--- config.mk ---
export PLATFORM = sky130hd
export DESIGN_NAME = trap_ctrl
export DESIGN_NICKNAME = d
export VERILOG_FILES = /design/src/rtl/trap_ctrl.sv
export SDC_FILE = /design/constraint.sdc
export NUM_CORES = 1
export LEC_CHECK = 0
export ABC_CLOCK_PERIOD_IN_PS = 1800
export CORE_MARGIN = 10
export CORE_UTILIZATION = 43
export CTS_BUF_LIST = sky130_fd_sc_hd__clkbuf_4 sky130_fd_sc_hd__clkbuf_8 sky130_fd_sc_hd__clkbuf_16
export CTS_CLUSTER_DIAMETER = 60
export DETAILED_ROUTE_END_ITERATION = 8
export PLACE_DENSITY = 0.9
export SLEW_MARGIN = 30
export SYNTH_ARGS = -nofsm -noshare
export SYNTH_HDL_FRONTEND = slang
export SYNTH_SLANG_ARGS = --single-unit
--- constraint.sdc ---
create_clock -name clk -period 1.8 [get_ports clk]
set_input_delay 0.27 -clock clk [delete_from_list [all_inputs] [get_ports clk]]
set_output_delay 0.27 -clock clk [all_outputs]
set_load 0.1 [all_outputs]
--- src/rtl/trap_ctrl.sv ---
`default_nettype none
// ============================================================================
// trap_ctrl : machine-mode trap/mret CSR write sequencer with PC redirect.
// Optional feature macro: TRAP_VECTORED_EN (vectored interrupt targets).
// Revision  : 1.0
// ============================================================================
module trap_ctrl #(
  parameter int XLEN = 32
) (
  input  logic            clk,
  input  logic            reset_n,
  input  logic            exception_v_i,
  input  logic [XLEN-1:0] exception_cause_i,
  input  logic [XLEN-1:0] exception_pc_i,
  input  logic [XLEN-1:0] exception_tval_i,
  input  logic            mret_v_i,
  output logic            csr_write_v_o,
  output logic [11:0]     csr_adr_write_o,
  output logic [XLEN-1:0] csr_data_o,
  output logic [11:0]     csr_adr_read_o,
  input  logic [XLEN-1:0] csr_data_i,
  output logic            busy_o,
  output logic            redirect_v_o,
  output logic [XLEN-1:0] redirect_pc_o
);

  localparam logic [11:0] CSR_MSTATUS = 12'h300;
  localparam logic [11:0] CSR_MTVEC   = 12'h305;
  localparam logic [11:0] CSR_MEPC    = 12'h341;
  localparam logic [11:0] CSR_MCAUSE  = 12'h342;
  localparam logic [11:0] CSR_MTVAL   = 12'h343;

  typedef enum logic [2:0] {
    IDLE          = 3'd0,
    W_MEPC        = 3'd1,
    W_MCAUSE      = 3'd2,
    W_MTVAL       = 3'd3,
    W_MSTATUS     = 3'd4,
    REDIR_TRAP    = 3'd5,
    W_MSTATUS_RET = 3'd6,
    REDIR_RET     = 3'd7
  } state_t;

  state_t          state_q, state_d;
  logic [XLEN-1:0] pc_q, pc_d;
  logic [XLEN-1:0] cause_q, cause_d;
  logic [XLEN-1:0] tval_q, tval_d;
  logic            busy_q, busy_d;

  logic [XLEN-1:0] mstatus_trap;
  logic [XLEN-1:0] mstatus_ret;
  logic [XLEN-1:0] direct_base;
  logic [XLEN-1:0] trap_target;

  always_ff @(posedge clk or negedge reset_n) begin
    if (!reset_n) begin
      state_q <= IDLE;
      pc_q    <= '0;
      cause_q <= '0;
      tval_q  <= '0;
      busy_q  <= 1'b0;
    end else begin
      state_q <= state_d;
      pc_q    <= pc_d;
      cause_q <= cause_d;
      tval_q  <= tval_d;
      busy_q  <= busy_d;
    end
  end

  // Exception has priority over a same-cycle mret; requests outside IDLE are dropped.
  always_comb begin
    state_d = state_q;
    pc_d    = pc_q;
    cause_d = cause_q;
    tval_d  = tval_q;
    case (state_q)
      IDLE: begin
        if (exception_v_i) begin
          state_d = W_MEPC;
          pc_d    = exception_pc_i;
          cause_d = exception_cause_i;
          tval_d  = exception_tval_i;
        end else if (mret_v_i) begin
          state_d = W_MSTATUS_RET;
        end
      end
      W_MEPC:        state_d = W_MCAUSE;
      W_MCAUSE:      state_d = W_MTVAL;
      W_MTVAL:       state_d = W_MSTATUS;
      W_MSTATUS:     state_d = REDIR_TRAP;
      REDIR_TRAP:    state_d = IDLE;
      W_MSTATUS_RET: state_d = REDIR_RET;
      REDIR_RET:     state_d = IDLE;
      default:       state_d = IDLE;
    endcase
    busy_d = (state_d != IDLE);
  end

  always_comb begin
    mstatus_trap        = csr_data_i;
    mstatus_trap[7]     = csr_data_i[3];
    mstatus_trap[3]     = 1'b0;
    mstatus_trap[12:11] = 2'b11;

    mstatus_ret         = csr_data_i;
    mstatus_ret[3]      = csr_data_i[7];
    mstatus_ret[7]      = 1'b1;
    mstatus_ret[12:11]  = 2'b11;
  end

  assign direct_base = {csr_data_i[XLEN-1:2], 2'b00};

`ifdef TRAP_VECTORED_EN
  // Vectored mode only applies to interrupts; the offset wraps modulo 2^XLEN.
  always_comb begin
    trap_target = direct_base;
    if ((csr_data_i[1:0] == 2'b01) && cause_q[XLEN-1]) begin
      trap_target = direct_base + ({1'b0, cause_q[XLEN-2:0]} << 2);
    end
  end
`else
  assign trap_target = direct_base;
`endif

  always_comb begin
    csr_write_v_o   = 1'b0;
    csr_adr_write_o = '0;
    csr_data_o      = '0;
    csr_adr_read_o  = '0;
    redirect_v_o    = 1'b0;
    redirect_pc_o   = '0;
    case (state_q)
      W_MEPC: begin
        csr_write_v_o   = 1'b1;
        csr_adr_write_o = CSR_MEPC;
        csr_data_o      = pc_q;
      end
      W_MCAUSE: begin
        csr_write_v_o   = 1'b1;
        csr_adr_write_o = CSR_MCAUSE;
        csr_data_o      = cause_q;
      end
      W_MTVAL: begin
        csr_write_v_o   = 1'b1;
        csr_adr_write_o = CSR_MTVAL;
        csr_data_o      = tval_q;
      end
      W_MSTATUS: begin
        csr_adr_read_o  = CSR_MSTATUS;
        csr_write_v_o   = 1'b1;
        csr_adr_write_o = CSR_MSTATUS;
        csr_data_o      = mstatus_trap;
      end
      REDIR_TRAP: begin
        csr_adr_read_o  = CSR_MTVEC;
        redirect_v_o    = 1'b1;
        redirect_pc_o   = trap_target;
      end
      W_MSTATUS_RET: begin
        csr_adr_read_o  = CSR_MSTATUS;
        csr_write_v_o   = 1'b1;
        csr_adr_write_o = CSR_MSTATUS;
        csr_data_o      = mstatus_ret;
      end
      REDIR_RET: begin
        csr_adr_read_o  = CSR_MEPC;
        redirect_v_o    = 1'b1;
        redirect_pc_o   = direct_base;
      end
      default: ;
    endcase
  end

  assign busy_o = busy_q;

endmodule
`default_nettype wire
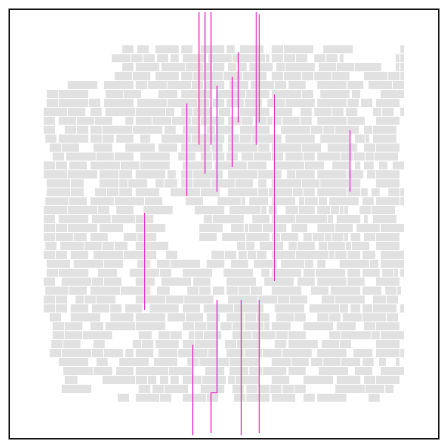
Figure 1: run 1, metal 4.
Cells faint in the background.
nets with wire on the layer: 15
longest straight run: 56.4 um
share of all routed wire: 2.8%
Total Wirelength: 20100 um
DR vias: 4407

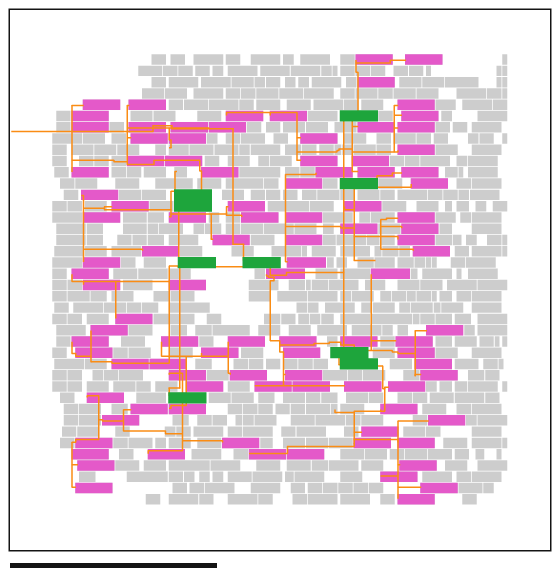
Figure 2: run 1, routed clock nets over the placement.
The bar under the picture is 50 um long.
[orange] clock wires | length: 1200 um
[magenta] flip-flops | count: 100
[green] clock drivers | count: 9
routed clock nets: 10
Setup Skew: 0.00714 ns
Clk Latency, worst-skew pair: 0.34 ns

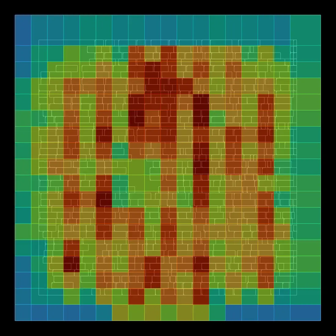
Figure 3: run 1, track usage over the die.
met3 usage: 6.13%
DR WL/cell: 25.5 um
gr busiest metal: met2

==> impl_metrics.env, run 1 <==
# flow metrics
export IMPL_overflow=0
export IMPL_final_hold_violation_count=0
export IMPL_grt_max_degree=42
export IMPL_synth_area_mm2=0.00523
export IMPL_grt_use_met2_pct=38.6
export IMPL_cp_required_ns=1.53
export IMPL_synthArstFlopShare_pct=100
export IMPL_yosysSeqAreaShare_pct=47.8
export IMPL_rsz0062_at_grt="yes"
export IMPL_die_h_um=130
export IMPL_numPortBuffers=206
export IMPL_status="finished with violations"
export IMPL_coreArea_mm2=0.0120
export IMPL_cp_cell_sequence="and2b_2, buf_12, a32oi_2, o21ai_4, buf_12"
export IMPL_fmax_mhz=489
export IMPL_synth_warning_count=0
export IMPL_fin_crit_sh_pct=114
export IMPL_rr_endpoint="tval_q[3]$_DFFE_PN0P_"
export IMPL_viasPerCell=5.61
export IMPL_setup_slack_ns=-0.245
export IMPL_synthCells=407
export IMPL_ios=223
export IMPL_ys_cells=407
export IMPL_synth_edff_count=0
export IMPL_fp_row_count=40
export IMPL_grt_usage_pct=22.2
export IMPL_route_detailed_drc=0
export IMPL_log_warning_count=29
export IMPL_post_place_ws_ns=0.0542
export IMPL_min_path_type="in2async"
export IMPL_synthTopCellsByCount="dfrtp_1 (100), mux2_2 (56), mux2_4 (40), mux2i_1 (33)"
export IMPL_violations="negative setup slack"
export IMPL_setup_viol=133
export IMPL_die_width_um=130
export IMPL_grt_util_met1_pct=25.3
## run 1: layout make-up
| class | count | area [um2] |
|---|---|---|
| sequential | 100 | 2510 |
| clock buffer | 13 | 268 |
| clock inverter | 3 | 21.3 |
| multi-input combinational | 262 | 3280 |
| fill | 616 | 2230 |
| tap | 147 | 184 |
| timing repair buffer | 256 | 3460 |
| inverter | 4 | 15.0 |
## run 1: placed cells by master (no fill, tap or decap), types with 6 or more instances in the layout
| cell type | count |
|---|---|
| clkbuf_16 | 12 |
| mux2i_1 | 30 |
| dfrtp_1 | 97 |
| and3_2 | 20 |
| buf_4 | 25 |
| and3_4 | 10 |
| conb_1 | 16 |
| buf_6 | 6 |
| a32oi_4 | 6 |
| buf_12 | 88 |
| mux2_2 | 11 |
| clkdlybuf4s50_1 | 130 |
| mux2_4 | 85 |
| a32oi_2 | 20 |
| o21ai_4 | 25 |
## run 1: repair_timing
action | 4_1_cts | 5_1_grt
gates cloned | 1 | 4
resized | 63 | 54
setup endpoints to repair | 58 | 90
hold endpoints to repair | 30 | 0
hold buffers | 1 | 0
setup buffers | 9 | 7
pin swaps | 6 | 6
## run 1: cell families after synthesis
logic type             after synthesis  synth area share [%]
muxes                              129                  29.9
DFF                                100                  47.8
AOI/OAI and AO/OA                   68                  8.68
buffers and inverters               60                  7.80
and+or+nand+nor                     49                  5.74
other                                1                0.0717
## run 1: worst max path at each step
stage,depth (start not counted),endpoint,slack [ns]
2_1_floorplan,4,csr_data_o[7],-0.68
3_5_place_dp,5,csr_data_o[13],0.05
3_3_place_gp,5,csr_data_o[19],0.09
5_1_grt,5,csr_data_o[7],-0.30
6_report,5,csr_data_o[16],-0.25
4_1_cts,5,csr_data_o[19],-0.22
## run 1: per-layer routing
layer	up-vias	wire length [um]
li1	1915	-
met4	0	564
met5	-	0
met3	34	1470
met1	2285	7690
met2	173	10300
## run 1: registers in the layout, summed over array words and instances, names as in the netlist
name and cells:
cause_q 32, pc_q 32, tval_q 32, state_q 3
busy_o 1
## run 1: per-stage QoR
stage	std cells	utilization (%)	TNS, ns
floorplan	422	-	-2.96
global placement	748	72.1	0
detailed placement	748	72.1	0
CTS	775	78.4	-6.55
global route	785	81.4	-19.35
finish	785	81.4	-13.63
## run 1: critical path, delay by kind of cell (launching register included)
kind,cells,cell delay (ns)
simple gates,1,0.25
compound gates,2,0.39
flops,1,0.45
buf+inv,2,0.33
==> run 2: changes to the inputs <==
Settings changed: CAP_MARGIN from default to 20.
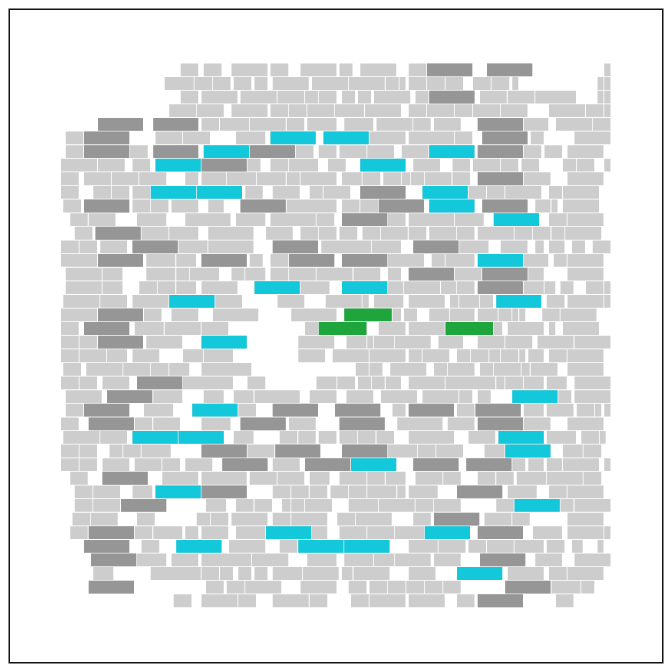
Figure 4: run 2, register map, names as in the netlist.
| color | netlist name | flops |
|---|---|---|
| green | `state_q` | 3 |
| cyan | `cause_q` | 32 |
Util after Layout: 81.4%
register fraction of the total cell area: 25.8%
Register Area: 0.00251 mm2

==> run 2 against run 1 <==
Compared with the run above:
- the flow still finishes with violations (negative setup slack)
- setup slack is the same
- synthesized area did not move
- clock skew did not move
- register-to-register slack about the same
- non-clock buffer count did not move
- via count unchanged
- sequential cell count unchanged
- hold slack unchanged
- largest cell class unchanged
==> impl_metrics.env, run 2 <==
# flow metrics
export IMPL_status="finished with violations"
export IMPL_violations="negative setup slack"
export IMPL_clock_latency_ns=0.34
export IMPL_cp_required_ns=1.53
export IMPL_largestRegisters="cause_q (32), pc_q (32), tval_q (32)"
export IMPL_setup_viol=133
export IMPL_setup_slack_ns=-0.245
export IMPL_yosysSeqAreaShare_pct=47.8
export IMPL_cp_cell_sequence="and2b_2, buf_12, a32oi_2, o21ai_4, buf_12"
export IMPL_path_depth=5
export IMPL_lay_top_count="clkdlybuf4s50_1"
export IMPL_die_h_um=130
export IMPL_final_cell_mix="clkdlybuf4s50_1 (130), dfrtp_1 (97), buf_12 (88)"
export IMPL_fmax_mhz=489
export IMPL_grt_usage_pct=22.2
export IMPL_rsz0062_at_grt="yes"
export IMPL_drt_wl_total_um=20100
export IMPL_grt_max_degree=42
## run 2: cell counts in the layout (fill, tap and decap cells not counted)
No cell type changed its count.
## run 2: worst register-to-register path: cells and delay by family, from the launching register on
kind | cells | cell delay (ns)
AND/OR/NAND/NOR | 2 | 0.51
buffers and inverters | 3 | 0.50
flip-flops | 1 | 0.45
multiplexers | 1 | 0.36
## run 2: area by class of cell
| type | instances | area share, % |
|---|---|---|
| tap | 147 | 1.89 |
| multi-input combinational | 262 | 33.7 |
| inverter | 4 | 0.154 |
| clock inverter | 3 | 0.219 |
| sequential | 100 | 25.8 |
| clock buffer | 13 | 2.75 |
| timing repair buffer | 256 | 35.6 |
## run 2: what timing repair did
item / 4_1_cts / 5_1_grt
resized: 63 / 54
setup endpoints to repair: 58 / 90
buffers inserted: 9 / 7
pin swaps: 6 / 6
hold buffers: 1 / 0
hold endpoints to repair: 30 / 0
gates cloned: 1 / 4
## run 2: kinds of logic (layout without fill, tap and decap cells)
kind of cell | after synthesis | count (layout) | share of synthesized area (%)
muxes | 129 | 129 | 29.9
DFF | 100 | 100 | 47.8
AOI/OAI and AO/OA | 68 | 68 | 8.68
buffers and inverters | 60 | 276 | 7.80
and+or+nand+nor | 49 | 49 | 5.74
other | 1 | 16 | 0.0717
## run 2: worst min path at each step
stage                     startpoint             endpoint  depth (start not counted)
after floorplan              reset_n     busy_o$_DFF_PN0_                          0
after global placement       reset_n  pc_q[4]$_DFFE_PN0P_                          1
after detailed placement     reset_n  pc_q[4]$_DFFE_PN0P_                          1
after CTS                    reset_n  pc_q[4]$_DFFE_PN0P_                          2
after global routing         reset_n  pc_q[4]$_DFFE_PN0P_                          2
final                        reset_n  pc_q[4]$_DFFE_PN0P_                          2
## run 2: through the flow
step	std cells	setup WS, ns	utilization, %	hold slack [ns]
floorplan	422	-0.680	-	-0.0256
global placement	748	0.0933	72.1	0.236
detailed placement	748	0.0542	72.1	0.248
CTS	775	-0.218	78.4	0.454
global route	785	-0.304	81.4	0.472
finish	785	-0.245	81.4	0.436
## run 2: per-layer routing
layer  part of all wire, %  global-route usage (%)
met1                    38                    25.3
met2                    52                    38.6
met3                   7.3                    6.13
met4                   2.8                    8.53
met5                     0                       0
==> run 3: changes to the inputs <==
Settings changed: HOLD_SLACK_MARGIN from default to 0.02, RECOVER_POWER from default to 50.
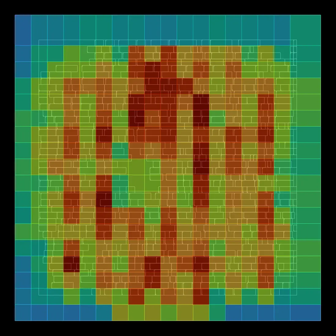
Figure 5: run 3, track usage over the die.
DR WL/cell: 25.5 um
met1 Usage GRT: 25.3%

==> run 3 against run 2 <==
Compared with the run above:
- the run still ends with negative setup slack left
- design area is 0.15% lower
- synthesized area is the same
- synthesized cell count is the same
- maximum frequency decreased by 0.12%
- critical endpoint is now csr_data_o[21]
- largest cell class unchanged
==> impl_metrics.env, run 3 <==
# flow metrics
export IMPL_rsz0062_at_grt="yes"
export IMPL_yosysSeqAreaShare_pct=47.8
export IMPL_clk_pin_slew_ns=0.07
export IMPL_ios=223
export IMPL_die_h_um=130
export IMPL_setup_slack_ns=-0.248
export IMPL_final_core_util_pct=81.2
export IMPL_synth_area_mm2=0.00523
export IMPL_ys_types=28
export IMPL_drt_wl_total_um=20000
export IMPL_largestRegisters="cause_q (32), pc_q (32), tval_q (32)"
export IMPL_ys_area_mm2=0.00523
export IMPL_viasPerCell=5.61
export IMPL_grt_usage_pct=22.2
export IMPL_fp_row_count=40
export IMPL_final_hold_violation_count=0
export IMPL_log_warning_count=29
export IMPL_fmax_mhz=488
export IMPL_cp_required_ns=1.53
export IMPL_drive_gt1_share_pct=53.4
export IMPL_antenna_found_initial=0
export IMPL_violations="negative setup slack"
export IMPL_grt_max_degree=42
export IMPL_ys_ff=100
export IMPL_lay_top_count="clkdlybuf4s50_1"
export IMPL_status="finished with violations"
export IMPL_area_growth_pct=85.8
export IMPL_final_cell_mix="clkdlybuf4s50_1 (130), dfrtp_1 (97), buf_12 (87)"
export IMPL_cts_tree="yes"
export IMPL_clk_path_buf_depth=2
export IMPL_ys_cells=407
export IMPL_tightest_slew_ns=0.842
export IMPL_clock_latency_ns=0.34
export IMPL_setup_viol=132
export IMPL_cp_cell_sequence="and2b_2, buf_12, a32oi_2, o21ai_4, buf_12"
run 3: cell types whose count changed in the layout (fill, tap and decap cells not counted), sizes merged:
cell / previous run / this run
buf: 122 / 120
clkbuf: 16 / 18
run 3: worst paths after layout:
check                                       startpoint                     end  slack [ns]  depth (start not counted)
min in group asynchronous                      reset_n     pc_q[4]$_DFFE_PN0P_        0.59                          2
max in group asynchronous                      reset_n    state_q[1]$_DFF_PN0_        0.33                          3
worst max-delay path              state_q[1]$_DFF_PN0_          csr_data_o[21]       -0.25                          5
worst min register to register  cause_q[3]$_DFFE_PN0P_  cause_q[3]$_DFFE_PN0P_        0.51                          1
worst min-delay path            cause_q[3]$_DFFE_PN0P_  cause_q[3]$_DFFE_PN0P_        0.51                          1
worst max register to register    state_q[1]$_DFF_PN0_  cause_q[3]$_DFFE_PN0P_       -0.12                          6
run 3: layout make-up:
class	instances	area, um2	share of cell area [%]
Timing Repair Buffer	256	3450	35.5
Sequential cell	100	2510	25.8
Clock buffer	13	268	2.76
Clock inverter	3	21.3	0.219
Multi-Input combinational cell	262	3280	33.7
Tap cell	147	184	1.89
Inverter	4	15.0	0.155
run 3: metal layers:
metal  routed length, um  up-vias  GRT usage (%)
li1                    -     1914              -
met1                7550     2277           25.3
met2               10300      179           38.6
met3                1590       35           6.13
met4                 559        0           8.53
met5                   0        -              0
run 3: timing repair:
action                     CTS  global route
setup buffers                9             7
cloned                       1             4
pin swaps                    6             6
setup endpoints to repair   58            90
hold buffers                 1             0
hold endpoints to repair    30             0
resized                     63            54
run 3: cells by family after synthesis:
group	share of synthesized area [%]
mux	29.9
other cells	0.0717
flops	47.8
compound gates	8.68
buf+inv	7.80
simple gates	5.74
run 3: metrics by stage:
step | instances | hold WS (ns) | setup WS [ns] | setup TNS [ns]
6_report | 785 | 0.511 | -0.248 | -13.43
2_1_floorplan | 422 | -0.0256 | -0.680 | -2.96
3_3_place_gp | 748 | 0.236 | 0.0933 | 0
3_5_place_dp | 748 | 0.248 | 0.0542 | 0
4_1_cts | 775 | 0.454 | -0.218 | -6.55
5_1_grt | 785 | 0.520 | -0.304 | -19.35
